**Run 1: sequential cells coloured by netlist name**

Drawn at 4 px/um. Other sequential cells in the stronger grey, the rest of the logic in the fainter grey.
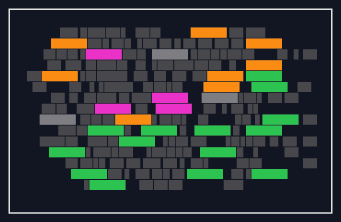
**Run 1: M3 wires**

Drawn at 3 px/um.
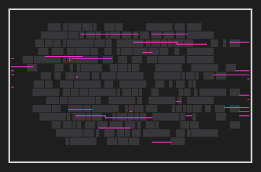
**Run 1: cells by drive strength**

Drawn at 4 px/um.
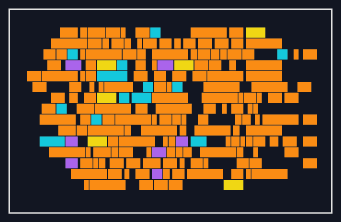
**Run 1: placement view**

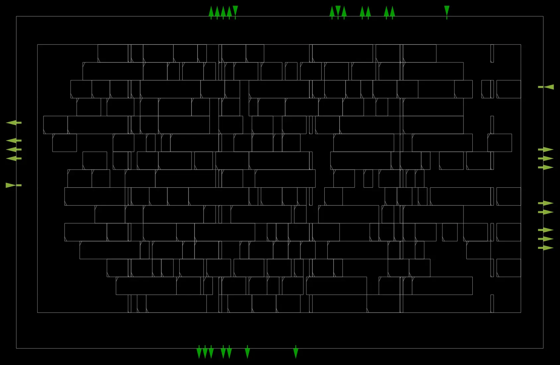
$ cat config.mk
export PLATFORM = sky130hd
export DESIGN_NAME = full_event_dispatcher
export DESIGN_NICKNAME = d
export VERILOG_FILES = /design/src/rtl/full_event_dispatcher_pkg.sv /design/src/rtl/full_event_dispatcher_gap_watchdog.sv /design/src/rtl/full_event_dispatcher.sv
export SDC_FILE = /design/constraint.sdc
export NUM_CORES = 1
export LEC_CHECK = 0
export CAP_MARGIN = 5
export CORE_ASPECT_RATIO = 0.6
export CORE_MARGIN = 3
export CORE_UTILIZATION = 45
export CTS_BUF_LIST = sky130_fd_sc_hd__clkbuf_8
export CTS_CLUSTER_SIZE = 40
export DETAILED_ROUTE_END_ITERATION = 6
export GPL_ROUTABILITY_DRIVEN = 0
export PLACE_DENSITY = 0.83
export SLEW_MARGIN = 20
export SYNTH_ARGS = -nofsm -noshare
export SYNTH_HDL_FRONTEND = slang
export SYNTH_SLANG_ARGS = --single-unit
$ cat constraint.sdc
create_clock -name clk -period 2.5 [get_ports clk]
set_clock_uncertainty 0.1 [all_clocks]
set_input_delay 0.5 -clock clk [delete_from_list [all_inputs] [get_ports clk]]
set_output_delay 0.5 -clock clk [all_outputs]
set_load 0.005 [all_outputs]
$ cat src/rtl/full_event_dispatcher_pkg.sv
// rtl/full_event_dispatcher_pkg.sv - shared types and default constants for the full event dispatcher
package full_event_dispatcher_pkg;

    typedef enum logic {
        LOW  = 1'b0,
        HIGH = 1'b1
    } edge_state_t;

    localparam int LS_CAPACITY     = 7500;
    // Watchdog must outlast one complete load/store cycle (fill plus drain) with margin.
    localparam int DEF_GAP_MAX     = 2 * LS_CAPACITY + 1000;
    localparam int DEF_PEND_DEPTH  = 4;
    localparam int DEF_SEQ_BITS    = 8;
    localparam int DEF_GBITS       = 14;

endpackage

$ cat src/rtl/full_event_dispatcher_gap_watchdog.sv
// rtl/full_event_dispatcher_gap_watchdog.sv - saturating gap counter with sticky stall flag
module gap_watchdog #(
    parameter int GAP_MAX = 16000,
    parameter int GBITS   = 14
) (
    input  logic             clk,
    input  logic             rst,
    input  logic             i_edge,
    input  logic             i_clr,
    output logic [GBITS-1:0] o_gap_cnt,
    output logic             o_stall
);

    localparam logic [GBITS-1:0] GAP_C  = GBITS'(GAP_MAX);
    localparam logic [GBITS-1:0] GAP_M1 = GBITS'(GAP_MAX - 1);

    logic [GBITS-1:0] r_gap;
    logic             r_stall;
    logic             w_expire;

    // An edge arriving on the expiry cycle takes priority, so no stall is raised.
    assign w_expire = !i_edge && (r_gap == GAP_M1);

    always_ff @(posedge clk or posedge rst) begin
        if (rst) begin
            r_gap   <= '0;
            r_stall <= 1'b0;
        end else begin
            if (i_edge)
                r_gap <= '0;
            else if (r_gap != GAP_C)
                r_gap <= r_gap + 1'b1;
            r_stall <= w_expire | (r_stall & ~i_clr);
        end
    end

    assign o_gap_cnt = r_gap;
    assign o_stall   = r_stall;

endmodule

$ cat src/rtl/full_event_dispatcher.sv
// rtl/full_event_dispatcher.sv - turns volume-full rising edges into sequenced, buffered events
module full_event_dispatcher
    import full_event_dispatcher_pkg::*;
#(
    parameter int PEND_DEPTH = DEF_PEND_DEPTH,
    parameter int SEQ_BITS   = DEF_SEQ_BITS,
    parameter int GAP_MAX    = DEF_GAP_MAX,
    parameter int GBITS      = DEF_GBITS
) (
    input  logic                clk,
    input  logic                rst,
    input  logic                full_in,
    input  logic                clr_flags,
    input  logic                evt_ready,
    output logic                evt_valid,
    output logic [SEQ_BITS-1:0] evt_seq,
    output logic [3:0]          pend_cnt,
    output logic                overflow,
    output logic                stall,
    output logic [GBITS-1:0]    gap_cnt
);

    localparam logic [3:0] DEPTH_C = 4'(PEND_DEPTH);

    edge_state_t         r_state;
    edge_state_t         w_state_nxt;
    logic                w_edge;
    logic                w_accept;
    logic                w_drop;
    logic [3:0]          r_pend;
    logic [SEQ_BITS-1:0] r_seq;
    logic                r_ovf;

    always_ff @(posedge clk or posedge rst) begin
        if (rst)
            r_state <= LOW;
        else
            r_state <= w_state_nxt;
    end

    always_comb begin
        w_state_nxt = r_state;
        w_edge      = 1'b0;
        case (r_state)
            LOW: begin
                if (full_in) begin
                    w_state_nxt = HIGH;
                    w_edge      = 1'b1;
                end
            end
            HIGH: begin
                if (!full_in)
                    w_state_nxt = LOW;
            end
            default: w_state_nxt = LOW;
        endcase
    end

    assign evt_valid = (r_pend != 4'd0);
    assign w_accept  = evt_valid & evt_ready;
    // A same-cycle accept frees a slot, so a full buffer only drops when nothing leaves.
    assign w_drop    = w_edge & (r_pend == DEPTH_C) & ~w_accept;

    always_ff @(posedge clk or posedge rst) begin
        if (rst) begin
            r_pend <= 4'd0;
            r_seq  <= '0;
            r_ovf  <= 1'b0;
        end else begin
            if (w_edge && !w_drop && !w_accept)
                r_pend <= r_pend + 4'd1;
            else if (w_accept && !w_edge)
                r_pend <= r_pend - 4'd1;
            if (w_accept)
                r_seq <= r_seq + 1'b1;
            r_ovf <= w_drop | (r_ovf & ~clr_flags);
        end
    end

    gap_watchdog #(
        .GAP_MAX (GAP_MAX),
        .GBITS   (GBITS)
    ) u_gap_watchdog (
        .clk       (clk),
        .rst       (rst),
        .i_edge    (w_edge),
        .i_clr     (clr_flags),
        .o_gap_cnt (gap_cnt),
        .o_stall   (stall)
    );

    assign evt_seq  = r_seq;
    assign pend_cnt = r_pend;
    assign overflow = r_ovf;

endmodule

==> run_results.csv, run 1 <==
group,metric,value,unit
synthesis,fp_nets,153,
cells_and_area,final_common_cell,"clkdlybuf4s50_1",
placement,dpl_cell_area,0.001923,mm2
synthesis,synth_chip_area,0.001488,mm2
clocking,clk_latency,280,ps
status,status,"complete, no violations",
synthesis,ys_ff,29,
run,max_cap_violations,0,
floorplanning,die-width,80.23,um
detailed_routing,vias_per_cell,5.511,
global_routing,grt_usage,0.2030,
clocking,cts_setup_buffers,0,
clocking,ctsHoldBuffers,0,
detailed_routing,drc_errors,0,
worst_setup_path,worstRegToRegCells,7,
global_routing,grt_max_degree,30,
synthesis,topCellsByArea,"dfrtp_1 49%, xnor2_1 8.2%, ha_1 4.2%",
clocking,clkSinkCount,29,
final_timing,setup_viol,0,
detailed_routing,drtPass1Iterations,4,
synthesis,ys_async_sr_fraction,1.000,
worst_setup_path,cp.arrival,2470,ps
synthesis,ys_seq_share,0.4878,
cells_and_area,antennaDiodeCount,0,
min_path,hold_depth,1,
floorplanning,die_height,50.54,um
worst_setup_path,worstSetupEndpointType,"flip-flop",
pwr,p_sw,0.6368,mW
synthesis,ys_cells,142,
cells_and_area,drive_above_1_share,0.1390,
worst_setup_path,required,2610,ps
pwr,swShare,0.3416,
floorplanning,coreArea,0.003003,mm2
synthesis,avgSynthCellArea,10.48,um2
clocking,clockRootBuffer,"clkbuf_8",
final_timing,rsz0062_at_grt,"false",
detailed_routing,ant_nets,0,
synthesis,top_area_cell,"dfrtp_1",
final_timing,setup_tns,0,ps
pwr,ir_worst_vdd,0.5347,mV
final_timing,fin_crit,2361,ps
worst_setup_path,r2r-end,"pend_cnt[3]",
synthesis,synthCells,142,
worst_setup_path,max_stage_delay,580,ps
cells_and_area,syn2layout_area_growth,37.68,%
cells_and_area,final_area,0.002048,mm2
worst_setup_path,crit_type,"reg2reg",
synthesis,synthFlopType,"dfrtp_1",
global_routing,antenna_found_initial,0,
worst_setup_path,cpMaxStageDelayCell,"or4b_4",
clocking,clk_pin_slew,60,ps
cells_and_area,final_cell_mix,"32 x clkdlybuf4s50_1, 29 x dfrtp_1, 14 x xnor2_1",
pwr,p_int,1.228,mW
worst_setup_path,critPathLaunchType,"flip-flop",
clocking,clock_path_buffers,2,
synthesis,ys_warn_count,0,
floorplanning,floorplan.core_util,0.4954,
final_timing,finalCritPeriodShare,0.9444,
worst_setup_path,timing.reg2reg.setup_slack,140,ps
global_routing,first_global_vias,1257,
floorplanning,io_pins,34,
final_timing,max_freq,423.6,MHz
placement,hpwlAfterDp,2.554,mm
clocking,cts_tree,"yes",
min_path,holdCritStartpoint,"evt_seq[7]",
final_timing,worstMarginPinSlew,458.2,ps
pwr,leakage,0.8618,nW
pwr,comb_power_share,0.420,
pwr,power_frac_clock,0.206,
run,warnings,27,
global_routing,grt_pass1_wl,6.051,mm
synthesis,syn_area,0.001488,mm2
cells_and_area,fin_util,0.6821,
final_timing,hold_viol,0,
pwr,seqPwrFrac,0.373,
placement,port_buffers,33,
cells_and_area,final_net_count,198,
synthesis,yosysUniqueCellTypes,37,
synthesis,edf_count,0,
final_timing,maxSlewHeadroom,0.6938,
floorplanning,chip_area,0.004054,mm2
clocking,tritoncts.num_buffers,5,
worst_setup_path,r2r-start,"pend_cnt[3]",
detailed_routing,wl_per_cell,15.71,um
synthesis,synth_top_area_share,0.4878,
detailed_routing,drt_iter0_drc,70,
worst_setup_path,crit_chain,"or4b_4, nand3_4, ha_1, a21o_1, a21oi_2, mux2i_1, xor2_1",
pwr,power.density,910.3,mW/mm2
min_path,hold_end,"evt_seq[7]",
global_routing,overflow,0,
clocking,htreeDepth,2,
min_path,hold_class,"reg2reg",
worst_setup_path,path_max_fanout,5,
final_timing,finalMaxSlewViolations,0,
Back to the opening pictures, 'sequential cells coloured by netlist name':
name in the netlist	colour	sequential cells
evt_seq	orange	8
u_gap_watchdog.o_gap_cnt	green	14
pend_cnt	magenta	4
not coloured	3

Back to the opening pictures, 'M3 wires':
wire length on this layer	190 um
share of all routed wire	5.3%
longest straight run	19.3 um
nets with wire on the layer	23
main direction	horizontal
met3 global-route usage: 0.06631
DRT Wirelength: 3.598 mm
vias after detailed routing: 1262

Back to the opening pictures, 'cells by drive strength':
size	colour	cells
_6 and larger	yellow	6
_0 and _1 cells	orange	161
_3 and _4 cells	cyan	13
_2 cells	purple	7

Back to the opening pictures, 'placement view':
std cell rows: 15
Seq/total area: 0.3543
TAP cells: 42
registers: 29

[run 1: worst max path at each step]
stage | start | endpoint | cells after the start
2_1_floorplan | pend_cnt[0] | pend_cnt[3] | 7
3_3_place_gp | full_in | pend_cnt[2] | 8
3_5_place_dp | full_in | pend_cnt[3] | 8
4_1_cts | pend_cnt[0] | evt_valid | 3
5_1_grt | pend_cnt[3] | pend_cnt[3] | 8
6_report | pend_cnt[3] | pend_cnt[3] | 7
[run 1: area by class of cell]
class                   instances  area [um2]
clock buffers                   6       82.58
multi-input cells             103       760.7
well taps                      42       52.55
repair buffers                 42       400.4
clock inverters                 1       3.754
fillers                       219       954.7
inverters                       6       22.52
flip-flops and latches         29       725.7
[run 1: power by group through the flow]
| stage | clock network (mW) | registers [mW] | logic, mW |
|---|---|---|---|
| finish | 0.385 | 0.696 | 0.783 |
| global placement | 0 | 0.688 | 0.700 |
| global route | 0.419 | 0.713 | 0.852 |
| CTS | 0.394 | 0.692 | 0.775 |
| detailed placement | 0 | 0.696 | 0.740 |
| floorplan | 0 | 0.719 | 0.325 |
[run 1: synthesized netlist by cell type (all sizes together), types with 3 or more instances]
library cell	instances
nor2	13
nand3	12
dfrtp	29
nand4	3
a21oi	3
ha	5
or4	3
nor3	4
xor2	7
nand2	9
xnor2	14
clkbuf	4
inv	6
o31ai	3
[run 1: routing by layer]
metal,global-route usage,share of wire
met5,0,0
met4,0.08708,0.015
met3,0.06631,0.053
met2,0.3077,0.47
met1,0.2670,0.47
[run 1: metrics by stage]
stage | setup WS (ps) | std cells | power (mW) | hold slack (ps)
after floorplan | 91.38 | 142 | 1.044 | 368.2
after global placement | -28.91 | 222 | 1.388 | 359.7
after detailed placement | -206.5 | 222 | 1.436 | 365.6
after CTS | 46.25 | 229 | 1.861 | 379.7
after global routing | 21.83 | 229 | 1.985 | 417.7
final | 139.1 | 229 | 1.864 | 380.4
[run 1: worst max-delay path, delay by kind of cell, from the launching register on]
| family | cells | cell delay (ps) |
|---|---|---|
| fa+ha+maj | 1 | 240 |
| xor+xnor | 1 | 160 |
| simple gates | 2 | 720 |
| compound gates | 2 | 390 |
| flops | 1 | 380 |
| mux | 1 | 290 |
[run 1: logic make-up (layout without fill, tap and decap cells)]
family                     after synthesis  in the layout  share of synthesized area
DFF                                     29             29                     0.4878
AOI/OAI and AO/OA                       12             12                    0.05803
and+or+nand+nor                         60             60                     0.2212
muxes                                    4              4                    0.02859
buffers and inverters                   10             55                    0.02523
xor gates and xnor gates                21             21                     0.1236
adders and majority gates                6              6                    0.05551
[run 1: flip-flops by register name, summed over array words and instances (netlist names)]
| name | cells |
|---|---|
| evt_seq | 8 |
| overflow | 1 |
| pend_cnt | 4 |
| u_gap_watchdog.o_gap_cnt | 14 |
| r_state | 1 |
| u_gap_watchdog.o_stall | 1 |
[run 1: what timing repair did]
action	CTS	global route
cloned	0	0
gates resized	5	3
setup endpoints to repair	1	3
==> inputs of run 2 (changes only) <==
--- a/config.mk
+++ b/config.mk
@@ -7,12 +7,13 @@
 export LEC_CHECK = 0
 export CAP_MARGIN = 5
 export CORE_ASPECT_RATIO = 0.6
-export CORE_MARGIN = 3
+export CORE_MARGIN = 2
 export CORE_UTILIZATION = 45
 export CTS_BUF_LIST = sky130_fd_sc_hd__clkbuf_8
 export CTS_CLUSTER_SIZE = 40
 export DETAILED_ROUTE_END_ITERATION = 6
 export GPL_ROUTABILITY_DRIVEN = 0
+export GPL_TIMING_DRIVEN = 0
 export PLACE_DENSITY = 0.83
 export SLEW_MARGIN = 20
 export SYNTH_ARGS = -nofsm -noshare
**Run 2: cells coloured by class**

Drawn at 8 px/um.
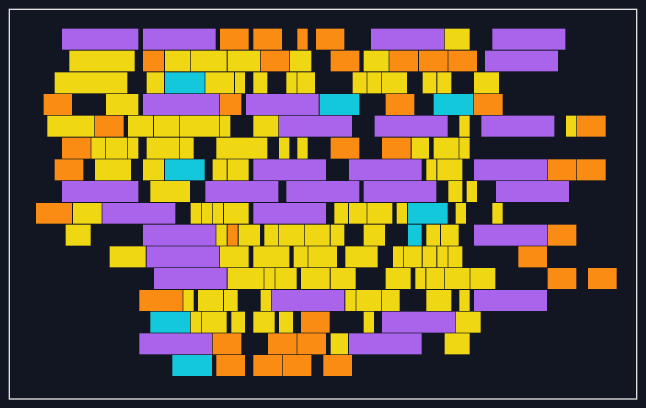
class	colour	cells	share of their area
clock drivers and dummy loads	cyan	8	5.1%
combinational and other logic	yellow	109	40%
flops	purple	29	37%
other buffers and delay cells	orange	37	18%

**Run 2: M3 wires**

Drawn at 4 px/um.
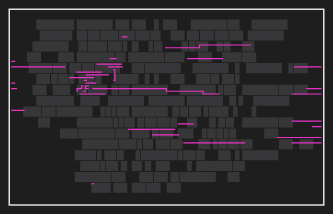
vias after detailed routing: 1255
DRT Wirelength: 3.603 mm
met3 global-route usage: 0.05784

**Run 2: sequential cells coloured by netlist name**

Drawn at 6 px/um. Other sequential cells in the stronger grey, the rest of the logic in the fainter grey.
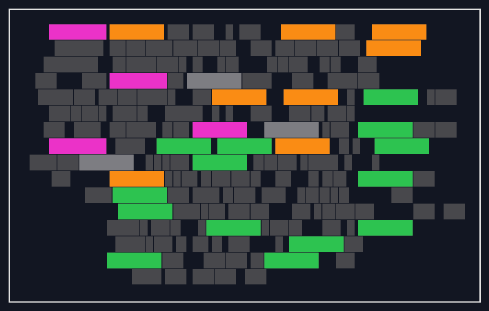
name in the netlist	colour	sequential cells
evt_seq	orange	8
pend_cnt	magenta	4
u_gap_watchdog.o_gap_cnt	green	14
final core occ: 0.6398
Seq/total area: 0.3559

==> run_results.csv, run 2 <==
group,metric,value,unit
status,status,"complete, no violations",
final_timing,finalCritPeriodShare,0.9762,
cells_and_area,drive_above_1_share,0.1585,
clocking,clk_latency,280,ps
synthesis,top_area_cell,"dfrtp_1",
detailed_routing,ant_nets,0,
global_routing,grt_pass1_wl,5.802,mm
floorplanning,chip_area,0.003797,mm2
synthesis,ys_async_sr_fraction,1.000,
cells_and_area,final_common_cell,"clkdlybuf4s50_1",
floorplanning,die_height,48.54,um
global_routing,grt_max_degree,30,
synthesis,avgSynthCellArea,10.48,um2
run,max_cap_violations,0,
worst_setup_path,required,2560,ps
floorplanning,coreArea,0.003203,mm2
floorplanning,die-width,78.23,um
global_routing,first_global_vias,1199,
floorplanning,floorplan.core_util,0.4645,
min_path,hold_class,"in2reg",
final_timing,fin_crit,2440,ps
pwr,seqPwrFrac,0.399,
min_path,hold_end,"r_state",
synthesis,syn_area,0.001488,mm2
cells_and_area,final_cells,228,
worst_setup_path,cpMaxStageDelayCell,"dfrtp_2",
clocking,ctsHoldBuffers,0,
pwr,power,1.900,mW
final_timing,max_freq,409.8,MHz
cells_and_area,final_net_count,193,
worst_setup_path,cp.arrival,2500,ps
pwr,ir_worst_vdd,0.5566,mV
worst_setup_path,path_delay_family,"AND-OR/OR-AND gates",
final_timing,setup_slack,59.60,ps
cells_and_area,antennaDiodeCount,0,
worst_setup_path,timing.reg2reg.setup_slack,60,ps
detailed_routing,drtPass1Iterations,5,
worst_setup_path,cp.depth,7,
detailed_routing,wl_per_cell,15.80,um
synthesis,fp_nets,153,
pwr,swShare,0.3376,
clocking,clk_pin_slew,60,ps
clocking,clock_path_buffers,2,
synthesis,yosysUniqueCellTypes,37,
cells_and_area,syn2layout_area_growth,37.76,%
pwr,power.density,927.3,mW/mm2
worst_setup_path,critPathLaunchType,"flip-flop",
final_timing,whs,324.1,ps
final_timing,worstMarginPinSlew,592.1,ps
synthesis,synth_top_area_share,0.4878,
cells_and_area,largest_register_ffs,14,
worst_setup_path,crit_chain,"o31ai_2, nand3_4, fa_2, xnor2_2, nand2_1, o31ai_1, a222oi_1",
global_routing,overflow,0,
pwr,comb_power_share,0.372,
placement,hpwlAfterDp,2.359,mm
pwr,power_frac_clock,0.229,
final_timing,setup_tns,0,ps
worst_setup_path,worstSetupEndpointType,"flip-flop",
detailed_routing,vias_per_cell,5.504,
cells_and_area,final_area,0.002049,mm2
clocking,htreeDepth,2,
detailed_routing,drt_iter0_drc,54,
synthesis,yosysMostFrequentCell,"dfrtp_1",
worst_setup_path,r2r-start,"pend_cnt[3]",
clocking,cts_tree,"yes",
global_routing,grt_usage,0.1991,
synthesis,ys_warn_count,0,
worst_setup_path,path_max_fanout,6,
synthesis,ys_seq_share,0.4878,
placement,dp_cells,219,
clocking,clockRootBuffer,"clkbuf_8",
placement,port_buffers,32,
worst_setup_path,crit_type,"reg2reg",
pwr,p_sw,0.6415,mW
detailed_routing,drc_errors,0,
final_timing,rsz0062_at_grt,"true",
worst_setup_path,critPathBufInv,0,
floorplanning,io_pins,34,
worst_setup_path,r2r-end,"pend_cnt[2]",
run,warnings,28,
synthesis,synthCells,142,
clocking,tritoncts.num_buffers,5,
placement,place_ws,-734.3,ps
placement,dpl_cell_area,0.001864,mm2
global_routing,antenna_found_initial,0,
synthesis,ys_ff,29,
clocking,clkSinkCount,29,
synthesis,edf_count,0,
floorplanning,rows,16,
cells_and_area,final_cell_mix,"31 x clkdlybuf4s50_1, 26 x dfrtp_1, 13 x xnor2_1, 13 x nor2_1, 11 x nand3_1",
final_timing,setup_viol,0,
worst_setup_path,worstRegToRegCells,7,
final_timing,hold_viol,0,
synthesis,topCellsByArea,"dfrtp_1 49%, xnor2_1 8.2%, ha_1 4.2%",
worst_setup_path,max_stage_delay,460,ps
min_path,hold_depth,1,
pwr,p_int,1.259,mW
pwr,leakage,0.8524,nW
synthesis,ys_cells,142,
synthesis,top_cells_by_count,"29 x dfrtp_1, 14 x xnor2_1, 13 x nor2_1",
synthesis,synthFlopType,"dfrtp_1",
final_timing,maxSlewHeadroom,0.6047,
synthesis,synth_chip_area,0.001488,mm2
min_path,holdCritStartpoint,"full_in",
final_timing,finalMaxSlewViolations,0,
-- run 2: cell counts after synthesis --
No cell type changed its count.
-- run 2: how the worst max path moves through the flow --
stage,start,endpoint,slack [ps]
after floorplan,pend_cnt[0],pend_cnt[3],90
after global placement,full_in,pend_cnt[2],-490
after detailed placement,full_in,pend_cnt[2],-730
after CTS,pend_cnt[3],evt_valid,5
after global routing,pend_cnt[3],pend_cnt[2],-20
final,pend_cnt[3],pend_cnt[2],60
-- run 2: what timing repair did --
action                                  CTS  global route
buffers inserted                          2             0
pin swaps                                 1             3
hold endpoints to repair                  0             0
resized                                   8            10
endpoints found under the setup margin    3             3
-- run 2: power by group through the flow --
stage | Sequential, mW | Clock, mW | Combinational [mW]
after floorplan | 0.719 | 0 | 0.325
after global placement | 0.727 | 0 | 0.593
after detailed placement | 0.746 | 0 | 0.623
after CTS | 0.734 | 0.438 | 0.667
after global routing | 0.777 | 0.463 | 0.777
final | 0.759 | 0.434 | 0.707
-- run 2: final cells by class --
type | instances | area [um2]
well taps | 45 | 56.30
clock buffers | 7 | 96.34
inverters | 6 | 22.52
flip-flops and latches | 29 | 729.5
fillers | 251 | 1154
repair buffers | 34 | 337.8
plain buffers | 3 | 22.52
clock inverters | 1 | 5.005
multi-input cells | 103 | 779.5
-- run 2: cell families (layout without fill, tap and decap cells) --
| kind of cell | count (synthesis) | after routing | synth area share |
|---|---|---|---|
| and+or+nand+nor | 60 | 60 | 0.2212 |
| DFF | 29 | 29 | 0.4878 |
| xor gates and xnor gates | 21 | 21 | 0.1236 |
| AOI/OAI and AO/OA | 12 | 12 | 0.05803 |
| buffers and inverters | 10 | 51 | 0.02523 |
| adders and majority gates | 6 | 6 | 0.05551 |
| muxes | 4 | 4 | 0.02859 |
-- run 2: worst register-to-register path, delay by kind of cell (launching register included) --
| family | cells | cell delay [ps] |
|---|---|---|
| fa+ha+maj | 1 | 440 |
| flops | 1 | 460 |
| compound gates | 3 | 890 |
| xor+xnor | 1 | 160 |
| simple gates | 2 | 270 |
-- run 2: metal layers --
metal	wire, um	vias up	track usage
li1	-	578	-
met1	1598	616	0.2717
met2	1753	53	0.3060
met3	209	8	0.05784
met4	42	0	0.07018
met5	0	-	0
**Run 2: cells by drive strength**

Drawn at 6 px/um.
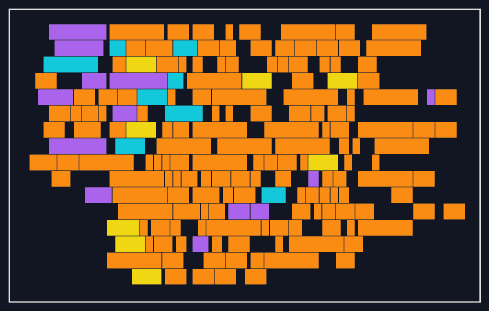

==> inputs of run 3 (changes only) <==
--- a/config.mk
+++ b/config.mk
@@ -5,16 +5,17 @@
 export SDC_FILE = /design/constraint.sdc
 export NUM_CORES = 1
 export LEC_CHECK = 0
-export CAP_MARGIN = 5
+export CAP_MARGIN = 30
 export CORE_ASPECT_RATIO = 0.6
 export CORE_MARGIN = 2
 export CORE_UTILIZATION = 45
 export CTS_BUF_LIST = sky130_fd_sc_hd__clkbuf_8
 export CTS_CLUSTER_SIZE = 40
 export DETAILED_ROUTE_END_ITERATION = 6
+export DONT_BUFFER_PORTS = 1
 export GPL_ROUTABILITY_DRIVEN = 0
 export GPL_TIMING_DRIVEN = 0
-export PLACE_DENSITY = 0.83
+export PLACE_DENSITY = 0.69
 export SLEW_MARGIN = 20
 export SYNTH_ARGS = -nofsm -noshare
 export SYNTH_HDL_FRONTEND = slang
**Run 3: cells by drive strength**

Drawn at 6 px/um.
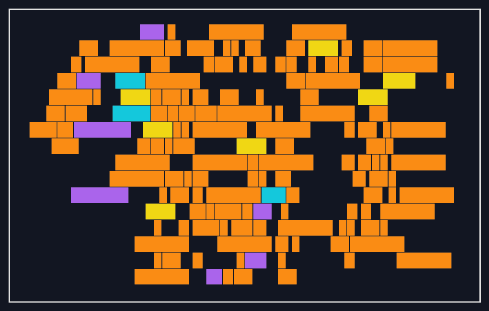
size	colour	cells
_2 cells	purple	7
_0 and _1 cells	orange	133
_6 and larger	yellow	7
_3 and _4 cells	cyan	3

**Run 3: placement view**

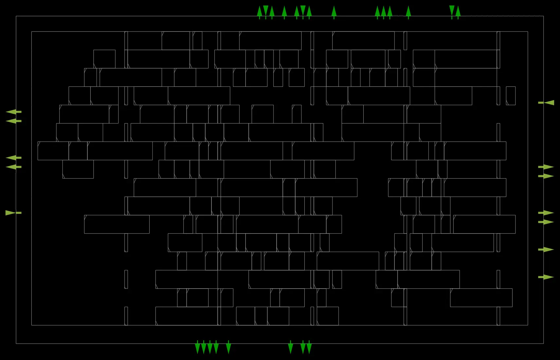
final core occ: 0.5195
Core ar.: 0.003203 mm2
std cell rows: 16
fillcell total: 287

**Run 3: sequential cells coloured by netlist name**

Drawn at 6 px/um. Other sequential cells in the stronger grey, the rest of the logic in the fainter grey.
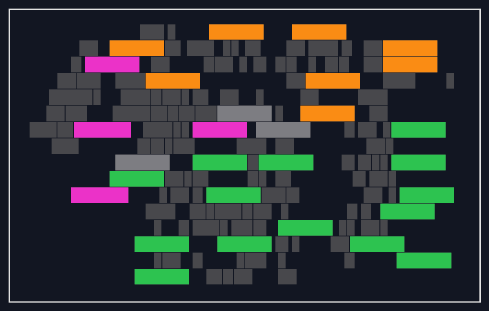
name in the netlist	colour	sequential cells
evt_seq	orange	8
pend_cnt	magenta	4
u_gap_watchdog.o_gap_cnt	green	14
not coloured	3
Seq/total area: 0.4376
Seq. pwr: 0.769 mW
Flop area: 728.2 um2

==> run_results.csv, run 3 <==
group,metric,value,unit
cells_and_area,syn2layout_area_growth,11.86,%
worst_setup_path,path_max_fanout,8,
synthesis,fp_nets,153,
worst_setup_path,cp.arrival,2490,ps
placement,dpl_cell_area,0.001559,mm2
final_timing,finalCritPeriodShare,0.9577,
synthesis,ys_cells,142,
synthesis,yosysMostFrequentCell,"dfrtp_1",
detailed_routing,dr_wl_met3,254,um
synthesis,syn_area,0.001488,mm2
placement,port_buffers,0,
cells_and_area,final_cells,195,
worst_setup_path,required,2590,ps
detailed_routing,ant_nets,0,
detailed_routing,drtPass1Iterations,4,
global_routing,grt_max_degree,20,
global_routing,overflow,0,
detailed_routing,wl,3.048,mm
global_routing,grt_usage,0.1789,
detailed_routing,drt-met1-wl,1.406,mm
synthesis,simple_gate_area_frac,0.2212,
global_routing,first_global_vias,1037,
status,status,"complete, no violations",
synthesis,ys_seq_share,0.4878,
synthesis,logic_family,"simple AND/OR/NAND/NOR gates",
pwr,power_frac_clock,0.246,
synthesis,xor_share,0.1236,
final_timing,setup_viol,0,
global_routing,antenna_found_initial,0,
clocking,tritoncts.num_buffers,5,
detailed_routing,drc_errors,0,
synthesis,synthFlopType,"dfrtp_1",
synthesis,top_area_cell,"dfrtp_1",
pwr,ir_worst_vdd,0.4836,mV
synthesis,avgSynthCellArea,10.48,um2
clocking,ctsHoldBuffers,0,
pwr,leakage,0.7030,nW
pwr,swShare,0.3548,
detailed_routing,route.vias.total,1083,
pwr,seqPwrFrac,0.495,
clocking,htreeDepth,2,
detailed_routing,vias_per_cell,5.554,
synthesis,compound_area_frac,0.05803,
final_timing,hold_viol,0,
final_timing,maxSlewHeadroom,0.6636,
synthesis,edf_count,0,
pwr,p_sw,0.5510,mW
detailed_routing,drt_iter0_drc,52,
synthesis,top_cells_by_count,"29 x dfrtp_1, 14 x xnor2_1, 13 x nor2_1",
final_timing,rsz0062_at_grt,"false",
final_timing,whs,8.875,ps
clocking,clk_pin_slew,60,ps
final_timing,worstMarginPinSlew,500.3,ps
cells_and_area,final_cell_mix,"27 x dfrtp_1, 14 x xnor2_1, 13 x nor2_1",
floorplanning,floorplan.core_util,0.4645,
pwr,comb_power_share,0.259,
synthesis,synth_chip_area,0.001488,mm2
synthesis,ys_warn_count,0,
detailed_routing,wl_per_cell,15.63,um
placement,place_ws,-130.5,ps
worst_setup_path,crit_type,"reg2reg",
synthesis,yosysUniqueCellTypes,37,
run,max_cap_violations,0,
clocking,clkSinkCount,29,
pwr,power,1.553,mW
cells_and_area,drive_above_1_share,0.1133,
final_timing,setup_slack,105.7,ps
floorplanning,die-width,78.23,um
cells_and_area,final_area,0.001664,mm2
final_timing,finalMaxSlewViolations,0,
clocking,clock_path_buffers,2,
synthesis,synth_top_area_share,0.4878,
floorplanning,chip_area,0.003797,mm2
detailed_routing,route.met2.wl,1.355,mm
synthesis,muxShareOfSynthArea,0.02860,
floorplanning,die_height,48.54,um
synthesis,topCellsByArea,"dfrtp_1 49%, xnor2_1 8.2%, ha_1 4.2%",
detailed_routing,highest_layer,"met4",
synthesis,ys_ff,29,
cells_and_area,final_net_count,161,
worst_setup_path,worstSetupEndpointType,"flip-flop",
cells_and_area,final_common_cell,"dfrtp_1",
min_path,hold_class,"in2async",
pwr,power.density,933.3,mW/mm2
synthesis,adder_share,0.05551,
synthesis,synthCells,142,
final_timing,fin_crit,2394,ps
placement,hpwlAfterDp,2.215,mm
run,warnings,27,
clocking,clockRootBuffer,"clkbuf_8",
placement,dp_cells,188,
cells_and_area,largest_register_ffs,14,
global_routing,grt_pass1_wl,5.175,mm
pwr,p_int,1.002,mW
synthesis,ys_async_sr_fraction,1.000,
final_timing,max_freq,417.7,MHz
cells_and_area,antennaDiodeCount,0,
-- run 3: cell counts after synthesis --
No cell type changed its count.
-- run 3: area by class of cell --
class	count	area (um2)
fill	287	1539
inverter	6	22.52
sequential	29	728.2
multi-input combinational	103	740.7
buffer	4	15.01
timing repair buffer	1	15.01
clock inverter	1	3.754
clock buffer	6	82.58
tap	45	56.30
-- run 3: timing repair --
action | CTS | global route
buffers inserted | 0 | 0
endpoints found under the setup margin | 2 | 0
gates resized | 5 | 0
-- run 3: final timing paths --
kind                                   from                            to  slack (ps)  cells past startpoint
worst min-delay path                    rst  u_gap_watchdog.o_gap_cnt[10]           9                      1
max in group asynchronous               rst                   pend_cnt[0]        1800                      2
worst max register to register  pend_cnt[0]                   pend_cnt[3]         110                      7
min in group clk                    full_in                       r_state         150                      0
worst max-delay path            pend_cnt[0]                   pend_cnt[3]         110                      7
worst min register to register   evt_seq[7]                    evt_seq[7]         400                      1
-- run 3: critical path, stage by stage, from the launching register on --
cell and delay (ps):
dfrtp_2 480, o31ai_1 490, nand3_4 160, ha_1 310, a21o_1 180, a21oi_1 190
mux2i_1 240, xor2_1 170
-- run 3: kinds of logic after synthesis --
logic type / after synthesis
buf+inv: 10
mux: 4
xor+xnor: 21
fa+ha+maj: 6
compound gates: 12
simple gates: 60
flops: 29
-- run 3: power by group through the flow --
stage | clock [mW] | combinational [mW] | sequential (mW)
6_report | 0.382 | 0.403 | 0.769
5_1_grt | 0.421 | 0.455 | 0.793
4_1_cts | 0.390 | 0.405 | 0.769
3_5_place_dp | 0 | 0.392 | 0.771
3_3_place_gp | 0 | 0.366 | 0.758
2_1_floorplan | 0 | 0.325 | 0.719
-- run 3: stage by stage --
step,utilization,TNS [ps]
after global placement,0.4820,-32.43
after global routing,0.5195,0
after floorplan,-,0
after detailed placement,0.4867,-199.5
final,0.5195,0
after CTS,0.5195,0
-- run 3: metal layers --
| metal | vias up | track usage |
|---|---|---|
| met4 | 0 | 0.07602 |
| li1 | 514 | - |
| met1 | 526 | 0.2443 |
| met3 | 5 | 0.07649 |
| met5 | - | 0 |
| met2 | 38 | 0.2486 |
Power and IR drop assume default switching activity.
